===== config.mk =====
export PLATFORM = sky130hd
export DESIGN_NAME = uart_echo_buffer_flat
export DESIGN_NICKNAME = d
export VERILOG_FILES = /design/src/rtl/uart_pkg.sv /design/src/rtl/uart_echo_buffer_if.sv /design/src/rtl/sync_fifo.sv /design/src/rtl/uart_echo_buffer.sv /design/src/flat_wrapper.sv
export SDC_FILE = /design/constraint.sdc
export NUM_CORES = 1
export LEC_CHECK = 0
export CAP_MARGIN = 15
export CORE_AREA = 2 2 119 121
export CTS_BUF_LIST = sky130_fd_sc_hd__clkbuf_4 sky130_fd_sc_hd__clkbuf_8
export CTS_CLUSTER_SIZE = 8
export DETAILED_ROUTE_END_ITERATION = 6
export DIE_AREA = 0 0 121 123
export GPL_ROUTABILITY_DRIVEN = 0
export PLACE_DENSITY = 0.64
export REMOVE_ABC_BUFFERS = 1
export SYNTH_ARGS = -nofsm -noshare
export SYNTH_HDL_FRONTEND = slang
export SYNTH_SLANG_ARGS = --single-unit

===== constraint.sdc =====
create_clock -name clk -period 3.9 [get_ports clk]
set_input_delay 0.78 -clock clk [delete_from_list [all_inputs] [get_ports clk]]
set_output_delay 0.78 -clock clk [all_outputs]
set_load 0.01 [all_outputs]

===== src/rtl/uart_pkg.sv =====
// Shared encodings for the UART echo path: run-time transform modes,
// receive/transmit FSM states and the default byte width.
package uart_pkg;

    localparam int DATA_W_DEF = 8;

    typedef enum logic [1:0] {
        MODE_PASS = 2'b00,
        MODE_INV  = 2'b01,
        MODE_REV  = 2'b10,
        MODE_HOLD = 2'b11
    } mode_t;

    typedef enum logic [1:0] {
        R_IDLE  = 2'b00,
        R_ACK   = 2'b01,
        R_DRAIN = 2'b10
    } rx_state_t;

    typedef enum logic [1:0] {
        T_IDLE    = 2'b00,
        T_WAIT_HI = 2'b01,
        T_WAIT_LO = 2'b10
    } tx_state_t;

endpackage


===== src/rtl/uart_echo_buffer_if.sv =====
// Byte-level handshake between the UART (master side) and the echo buffer
// (slave side): receive ready/acknowledge and transmit start/busy.
interface uart_echo_buffer_if #(
    parameter int DATA_W = uart_pkg::DATA_W_DEF
);
    logic              rx_readable;
    logic [DATA_W-1:0] rx_data;
    logic              rx_used_tick;
    logic              tx_busy;
    logic              tx_start;
    logic [DATA_W-1:0] tx_data;

    modport master (
        output rx_readable, rx_data, tx_busy,
        input  rx_used_tick, tx_start, tx_data
    );

    modport slave (
        input  rx_readable, rx_data, tx_busy,
        output rx_used_tick, tx_start, tx_data
    );
endinterface


===== src/rtl/sync_fifo.sv =====
// Single-clock FIFO with a registered head stage: an entry becomes poppable
// one cycle after it is counted, and the head is re-fetched after each pop.
module sync_fifo #(
    parameter  int DATA_W = 8,
    parameter  int DEPTH  = 16,
    localparam int AW     = $clog2(DEPTH),
    localparam int CW     = $clog2(DEPTH + 1)
) (
    input  logic              clk,
    input  logic              rst,
    input  logic              push,
    input  logic [DATA_W-1:0] push_data,
    input  logic              pop,
    output logic [DATA_W-1:0] head,
    output logic              head_valid,
    output logic              full,
    output logic              empty,
    output logic [CW-1:0]     count
);

    logic [DATA_W-1:0] mem [DEPTH];
    logic [AW-1:0]     wr_ptr;
    logic [AW-1:0]     rd_ptr;
    logic              do_push;
    logic              do_pop;

    assign full    = (count == CW'(DEPTH));
    assign empty   = (count == '0);
    assign do_push = push && !full;
    assign do_pop  = pop && head_valid;

    // NOTE: storage array has no reset; occupancy is tracked by count, so stale contents are never read.
    always_ff @(posedge clk) begin
        if (do_push) mem[wr_ptr] <= push_data;
    end

    // NOTE: sequential state uses non-blocking assignments so every register samples pre-edge values.
    always_ff @(posedge clk or negedge rst) begin
        if (!rst) begin
            wr_ptr     <= '0;
            rd_ptr     <= '0;
            count      <= '0;
            head       <= '0;
            head_valid <= 1'b0;
        end else begin
            if (do_push) wr_ptr <= wr_ptr + AW'(1);
            if (do_pop)  rd_ptr <= rd_ptr + AW'(1);
            case ({do_push, do_pop})
                2'b10:   count <= count + CW'(1);
                2'b01:   count <= count - CW'(1);
                default: ;
            endcase
            // Head is invalid the cycle after a pop while the next slot is fetched.
            head       <= mem[rd_ptr];
            head_valid <= (count != '0) && !do_pop;
        end
    end

endmodule


===== src/rtl/uart_echo_buffer.sv =====
// Receive-to-transmit bridge for the UART: buffers received bytes in a FIFO,
// applies a run-time selectable transform, and echoes them to the transmitter.
module uart_echo_buffer
    import uart_pkg::*;
#(
    parameter int DATA_W   = DATA_W_DEF,
    parameter int DEPTH    = 16,
    parameter int OVF_DROP = 0
) (
    input  logic                       clk,
    input  logic                       rst,
    uart_echo_buffer_if.slave          uart,
    input  logic [1:0]                 mode,
    input  logic                       ovf_clr,
    output logic [$clog2(DEPTH+1)-1:0] fill,
    output logic                       overflow
);

    rx_state_t         rx_state, rx_next;
    tx_state_t         tx_state, tx_next;
    mode_t             mode_sel;
    logic              push;
    logic              pop;
    logic              ovf_set;
    logic              fifo_full;
    logic              fifo_empty;
    logic              head_valid;
    logic [DATA_W-1:0] head;

    function automatic logic [DATA_W-1:0] transform(input logic [DATA_W-1:0] d,
                                                    input mode_t            m);
        logic [DATA_W-1:0] r;
        r = d;
        case (m)
            MODE_INV: r = ~d;
            MODE_REV: for (int i = 0; i < DATA_W; i++) r[i] = d[DATA_W-1-i];
            default:  r = d;
        endcase
        return r;
    endfunction

    assign mode_sel = mode_t'(mode);

    sync_fifo #(
        .DATA_W (DATA_W),
        .DEPTH  (DEPTH)
    ) u_fifo (
        .clk        (clk),
        .rst        (rst),
        .push       (push),
        .push_data  (uart.rx_data),
        .pop        (pop),
        .head       (head),
        .head_valid (head_valid),
        .full       (fifo_full),
        .empty      (fifo_empty),
        .count      (fill)
    );

    always_ff @(posedge clk or negedge rst) begin
        if (!rst) begin
            rx_state <= R_IDLE;
            tx_state <= T_IDLE;
        end else begin
            rx_state <= rx_next;
            tx_state <= tx_next;
        end
    end

    // Full is the pre-pop flag, so a push coinciding with a pop on a full FIFO is refused.
    always_comb begin
        // NOTE: every combinational output gets a default first so no path infers a latch.
        rx_next           = rx_state;
        push              = 1'b0;
        ovf_set           = 1'b0;
        uart.rx_used_tick = 1'b0;
        case (rx_state)
            R_IDLE: begin
                if (uart.rx_readable) begin
                    if (!fifo_full) begin
                        push    = 1'b1;
                        rx_next = R_ACK;
                    end else begin
                        ovf_set = 1'b1;
                        if (OVF_DROP != 0) rx_next = R_ACK;
                    end
                end
            end
            R_ACK: begin
                uart.rx_used_tick = 1'b1;
                rx_next           = R_DRAIN;
            end
            R_DRAIN: if (!uart.rx_readable) rx_next = R_IDLE;
            default: rx_next = R_IDLE;
        endcase
    end

    always_comb begin
        tx_next = tx_state;
        pop     = 1'b0;
        case (tx_state)
            T_IDLE: begin
                if (head_valid && !fifo_empty && !uart.tx_busy && mode_sel != MODE_HOLD) begin
                    pop     = 1'b1;
                    tx_next = T_WAIT_HI;
                end
            end
            T_WAIT_HI: if (uart.tx_busy)  tx_next = T_WAIT_LO;
            T_WAIT_LO: if (!uart.tx_busy) tx_next = T_IDLE;
            default:   tx_next = T_IDLE;
        endcase
    end

    // tx_data only loads on a pop, so it holds through the whole transmission.
    always_ff @(posedge clk or negedge rst) begin
        if (!rst) begin
            uart.tx_start <= 1'b0;
            uart.tx_data  <= '0;
            overflow      <= 1'b0;
        end else begin
            uart.tx_start <= pop;
            if (pop) uart.tx_data <= transform(head, mode_sel);
            if (ovf_set)      overflow <= 1'b1;
            else if (ovf_clr) overflow <= 1'b0;
        end
    end

endmodule


===== src/flat_wrapper.sv =====
// flat-port wrapper written by rule: the top's interface ports become plain ports
module uart_echo_buffer_flat import uart_pkg::*;
#(
    parameter int DATA_W   = DATA_W_DEF,
    parameter int DEPTH    = 16,
    parameter int OVF_DROP = 0
)
  (clk, rst, mode, ovf_clr, fill, overflow, uart_rx_readable, uart_rx_data, uart_tx_busy, uart_rx_used_tick, uart_tx_start, uart_tx_data);
  uart_echo_buffer_if #(.DATA_W(DATA_W)) uart_i ();
  input  logic clk;
  input  logic rst;
  input  logic [1:0] mode;
  input  logic ovf_clr;
  output logic [$clog2(DEPTH+1)-1:0] fill;
  output logic overflow;
  input wire logic [$bits(uart_i.rx_readable)-1:0] uart_rx_readable;
  input wire logic [$bits(uart_i.rx_data)-1:0] uart_rx_data;
  input wire logic [$bits(uart_i.tx_busy)-1:0] uart_tx_busy;
  output wire logic [$bits(uart_i.rx_used_tick)-1:0] uart_rx_used_tick;
  output wire logic [$bits(uart_i.tx_start)-1:0] uart_tx_start;
  output wire logic [$bits(uart_i.tx_data)-1:0] uart_tx_data;
  assign uart_i.rx_readable = uart_rx_readable;
  assign uart_i.rx_data = uart_rx_data;
  assign uart_i.tx_busy = uart_tx_busy;
  assign uart_rx_used_tick = uart_i.rx_used_tick;
  assign uart_tx_start = uart_i.tx_start;
  assign uart_tx_data = uart_i.tx_data;
  uart_echo_buffer #(.DATA_W(DATA_W), .DEPTH(DEPTH), .OVF_DROP(OVF_DROP)) u_core (.clk(clk), .rst(rst), .uart(uart_i), .mode(mode), .ovf_clr(ovf_clr), .fill(fill), .overflow(overflow));
endmodule

==> changes_impl.md, run 1 <==
### Metrics

* Bufs w/o clock at 49
* Crit path from: uart_rx_readable
* CP Class: primary input to register
* Crit. path cell count at 10
* Total power divided by cell area at just under 700 nW/um^2
* Final #Nets at about 460
* Biggest register: u_core.u_fifo.mem
* WP data arrival at ~3400 ps
* R2r setup slk at approximately 900 ps
* Tool warnings at 30
* Clock-cell share of area at under 10%
* Top post-synthesis cells by area: edfxtp_1, dfrtp_1, mux4_2
* DRC Markers at 0
* Synth-to-Final Area Change at 14.90%
* CTS Buffer Depth at 2
* Seq pwr share at 45.8%
* Top cells by count: edfxtp_1, dfrtp_1, mux4_2
* Hold slack at roughly 420 ps
* P_leak at 2.701 nW
* Design Power at 5.264 mW
* Max FFs per register at between 100 and 150
* Post-synth regs at 164
* H-tree depth at 4
* Postcts setup bufs at 0
* Aoi share at 5.266%
* Met1 Use GR at around a quarter
* Comb pwr at between 1.5 and 2 mW
* Worst-path clk slew at about 80 ps
* Post-cts hold buffer count at 0
* Vias/cell at roughly 5.6
* Max_cap viols at 0
* Placed insts at 588
* Antenna Cells at 0
* RSZ-0062 raised after global routing: no
* Avg WL per Cell at roughly 20 um
* GRT Max-Usage Layer: met2
* Family with the most delay on the worst path: AND-OR/OR-AND gates
* Unique cell types at 40
* Resized cells post-CTS at 0
* Asr flop ratio synth at 21.95%
* Status: finished clean
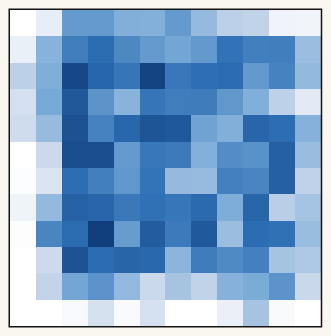
run_1/util_map.png
The die is cut into 12 by 12 equal tiles; white is low, dark blue is high, 0 to 100% covered.
mean over tiles: 50%
emptiest ninth of the die: bottom left
fullest tile: 94%
area of the core: 13610 um^2
fp util: 48.87%
final core area utilization: 56.15%

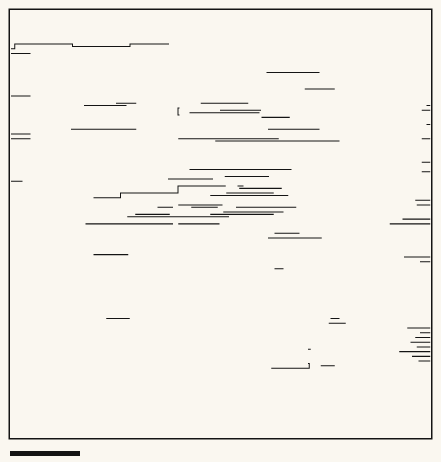
run_1/m3.png
Bar = 20 um.
nets with wire on the layer: 50
main direction: horizontal
share of all routed wire: 5.7%
wire length on this layer: 708 um
longest straight run: 35.4 um
Post-Route WL: 12460 um
DR vias: 3476
met3 Track Usage GR: 3.875%

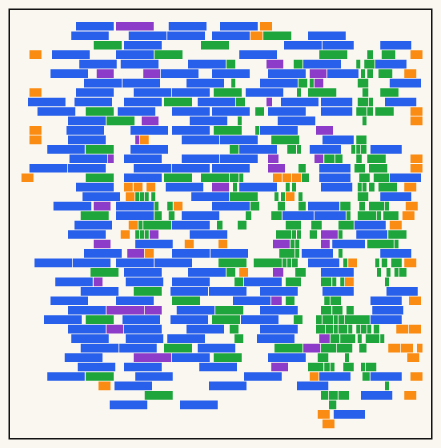
run_1/class_map.png
legend:
  clock drivers and dummy loads:
    colour: purple
    cells: 32
    share_of_their_area: 5.5%
  remaining logic cells:
    colour: green
    cells: 195
    share_of_their_area: 25%
  remaining buffers and delay cells:
    colour: orange
    cells: 49
    share_of_their_area: 5.9%
  registers:
    colour: blue
    cells: 164
    share_of_their_area: 64%
row cnt: 43
final instance area: 7644 um^2
Seq area share: 62.11%

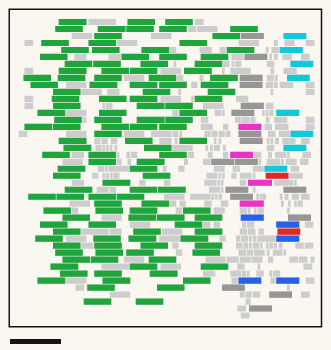
run_1/ff_map.png
Bar = 20 um. Other sequential cells in the stronger grey, the rest of the logic in the fainter grey.
legend:
  `u_core.u_fifo.count`:
    colour: blue
    placed_flops: 5
    where: bottom right
  `u_core.u_fifo.mem`:
    colour: green
    placed_flops: 128
  `u_core.tx_state`:
    colour: red
    placed_flops: 2
  `u_core.u_fifo.rd_ptr`:
    colour: magenta
    placed_flops: 4
    where: right middle
  `u_core.uart.tx_data`:
    colour: cyan
    placed_flops: 8
sequential group power: 2.41 mW
Flop area: 4747 um^2

run_1/placed.png
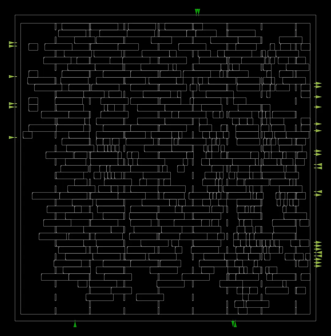

==> run 1 -> run 2 <==
==> constraint.sdc (replaced) <==
create_clock -name clk -period 3.2 [get_ports clk]
set_input_delay 0.64 -clock clk [delete_from_list [all_inputs] [get_ports clk]]
set_output_delay 0.64 -clock clk [all_outputs]
set_load 0.01 [all_outputs]
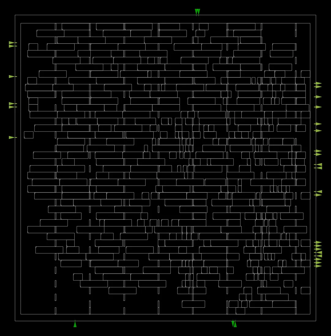
run_2/placed.png
number of tapcells: 180
final core area utilization: 56.74%

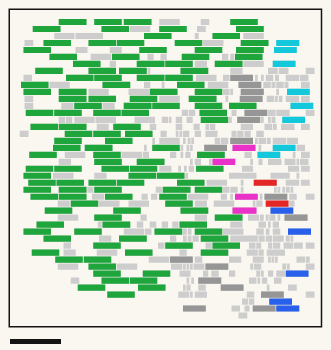
run_2/ff_map.png
Bar = 20 um. Other sequential cells in the stronger grey, the rest of the logic in the fainter grey.
legend:
  `u_core.tx_state`:
    colour: red
    placed_flops: 2
  `u_core.uart.tx_data`:
    colour: cyan
    placed_flops: 8
  `u_core.u_fifo.count`:
    colour: blue
    placed_flops: 5
    where: bottom right
  `u_core.u_fifo.rd_ptr`:
    colour: magenta
    placed_flops: 4
    where: right middle
  `u_core.u_fifo.mem`:
    colour: green
    placed_flops: 128
not coloured: 17
Seq area share: 61.44%
Flop area: 4746 um^2
sequential group power: 2.97 mW

==> changes_impl.md, run 2 <==
### Metrics

* Worst-path clk slew at roughly 80 ps
* Biggest register: u_core.u_fifo.mem
* Final #Nets at about 460
* CTS Buffer Depth at 2
* Clock-cell share of area at under 10%
* Placed insts at about 600
* Bufs w/o clock at roughly 57
* Antenna Cells at 0
* CP Class: register to register
* R2r setup slk at roughly 320 ps
* Seq pwr share at between 40% and 50%
* Top cells by count: edfxtp_1, dfrtp_1, mux4_2
* Vias/cell at roughly 5.4
* Post-Route WL at between 10000 and 15000 um
* Aoi share at 5.266%
* Crit path from: u_core.u_fifo.count[0]$_DFFE_PN0P_
* Max_cap viols at 0
* Post-cts hold buffer count at 0
* Post-synth regs at between 150 and 200
* Met3 Track Usage GR at about 4.3%
* Total power divided by cell area at 841.0 nW/um^2
* Unique cell types at about 40
* Fp util at 48.87%
* H-tree depth at 4
* Vias in the first global route at between 3000 and 4000
* Avg WL per Cell at roughly 20 um
* Max FFs per register at 128
* Status: finished clean
* Tool warnings at 30
* Final instance area at between 7000 and 8000 um^2
* Post-Synthesis Cells at around 380
* Peak fanout along the critical path at 6
* GRT Max-Usage Layer: met2
* Port Buf Inserts at 30
* Area of the core at roughly 14000 um^2
* DR iter-0 viols at 243
* Synth-to-Final Area Change at 16.10%
* Resized cells post-CTS at 0
* RSZ-0062 raised after global routing: no
* Postcts setup bufs at 0
* Max-slew headroom at 42.41%
* P_leak at 2.777 nW
* Met1 Use GR at between 20 and 25%
* Crit. path cell count at 9
* Hold slack at 264.9 ps
==> run 2 -> run 3 <==
--- a/config.mk
+++ b/config.mk
@@ -14,6 +14,7 @@
 export GPL_ROUTABILITY_DRIVEN = 0
 export PLACE_DENSITY = 0.64
 export REMOVE_ABC_BUFFERS = 1
+export SKIP_CTS_REPAIR_TIMING = 1
 export SYNTH_ARGS = -nofsm -noshare
 export SYNTH_HDL_FRONTEND = slang
 export SYNTH_SLANG_ARGS = --single-unit
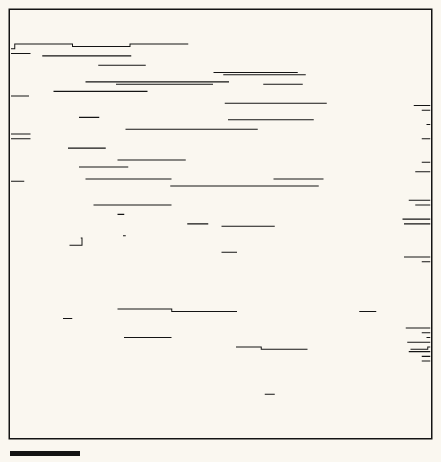
run_3/m3.png
Bar = 20 um.
nets with wire on the layer: 41
longest straight run: 42.3 um
main direction: horizontal
Post-Route WL: 12560 um
met3 Track Usage GR: 4.336%

==> changes_impl.md, run 3 <==
### Metrics

* Status: finished clean
* Biggest register: u_core.u_fifo.mem
* Top cells by count: edfxtp_1, dfrtp_1, mux4_2
* Top Ports at 31
* Worst-path clk slew at approximately 80 ps
* DR iter-0 viols at approximately 240
* Antenna Cells at 0
* Sequential group power at 2.97 mW
* Flop area at about 4700 um^2
* Total power divided by cell area at between 800 and 900 nW/um^2
* Unique cell types at approximately 40
* Max_cap viols at 0
* Top post-synthesis cells by area: edfxtp_1, dfrtp_1, mux4_2
* Synth-to-Final Area Change at 16.10%
* Met1 Use GR at 24.98%
* Area of the core at between 10000 and 15000 um^2
* Tool warnings at 30
* DRC Markers at 0
* Vias/cell at 5.428
* Post-synth regs at 164
* R2r setup slk at roughly 320 ps
* Final #Nets at ~460
* Post-Synthesis Cells at between 300 and 400
* GRT Max-Usage Layer: met2
* Crit. path cell count at 9
* Final core area utilization at between 50% and 60%
* Clock-cell share of area at 5.589%
* Bufs w/o clock at between 50 and 60
* CP Class: register to register
* Number of tapcells at between 150 and 200
* WP data arrival at 3170 ps
* Placed insts at roughly 600
* P_leak at around 2.8 nW
* Crit path from: u_core.u_fifo.count[0]$_DFFE_PN0P_
* H-tree depth at 4
* Family with the most delay on the worst path: AND-OR/OR-AND gates
* Avg WL per Cell at between 20 and 25 um
* Row cnt at 43
* Asr flop ratio synth at a little over a fifth
* Peak fanout along the critical path at 6
* Max FFs per register at around 130
* RSZ-0062 raised after global routing: no
* Port Buf Inserts at 30
* DR vias at ~3400
* Seq area share at around 61%
* Fp util at between 40% and 50%
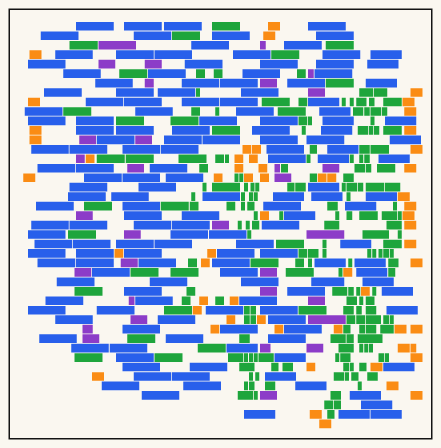
run_3/class_map.png
legend:
  remaining logic cells:
    colour: green
    cells: 195
    share_of_their_area: 24%
  remaining buffers and delay cells:
    colour: orange
    cells: 57
    share_of_their_area: 6.6%
  clock drivers and dummy loads:
    colour: purple
    cells: 32
    share_of_their_area: 5.8%
  registers:
    colour: blue
    cells: 164
    share_of_their_area: 63%
final instance area: 7724 um^2

No activity file was given, so power comes from the tool's default toggle rates.
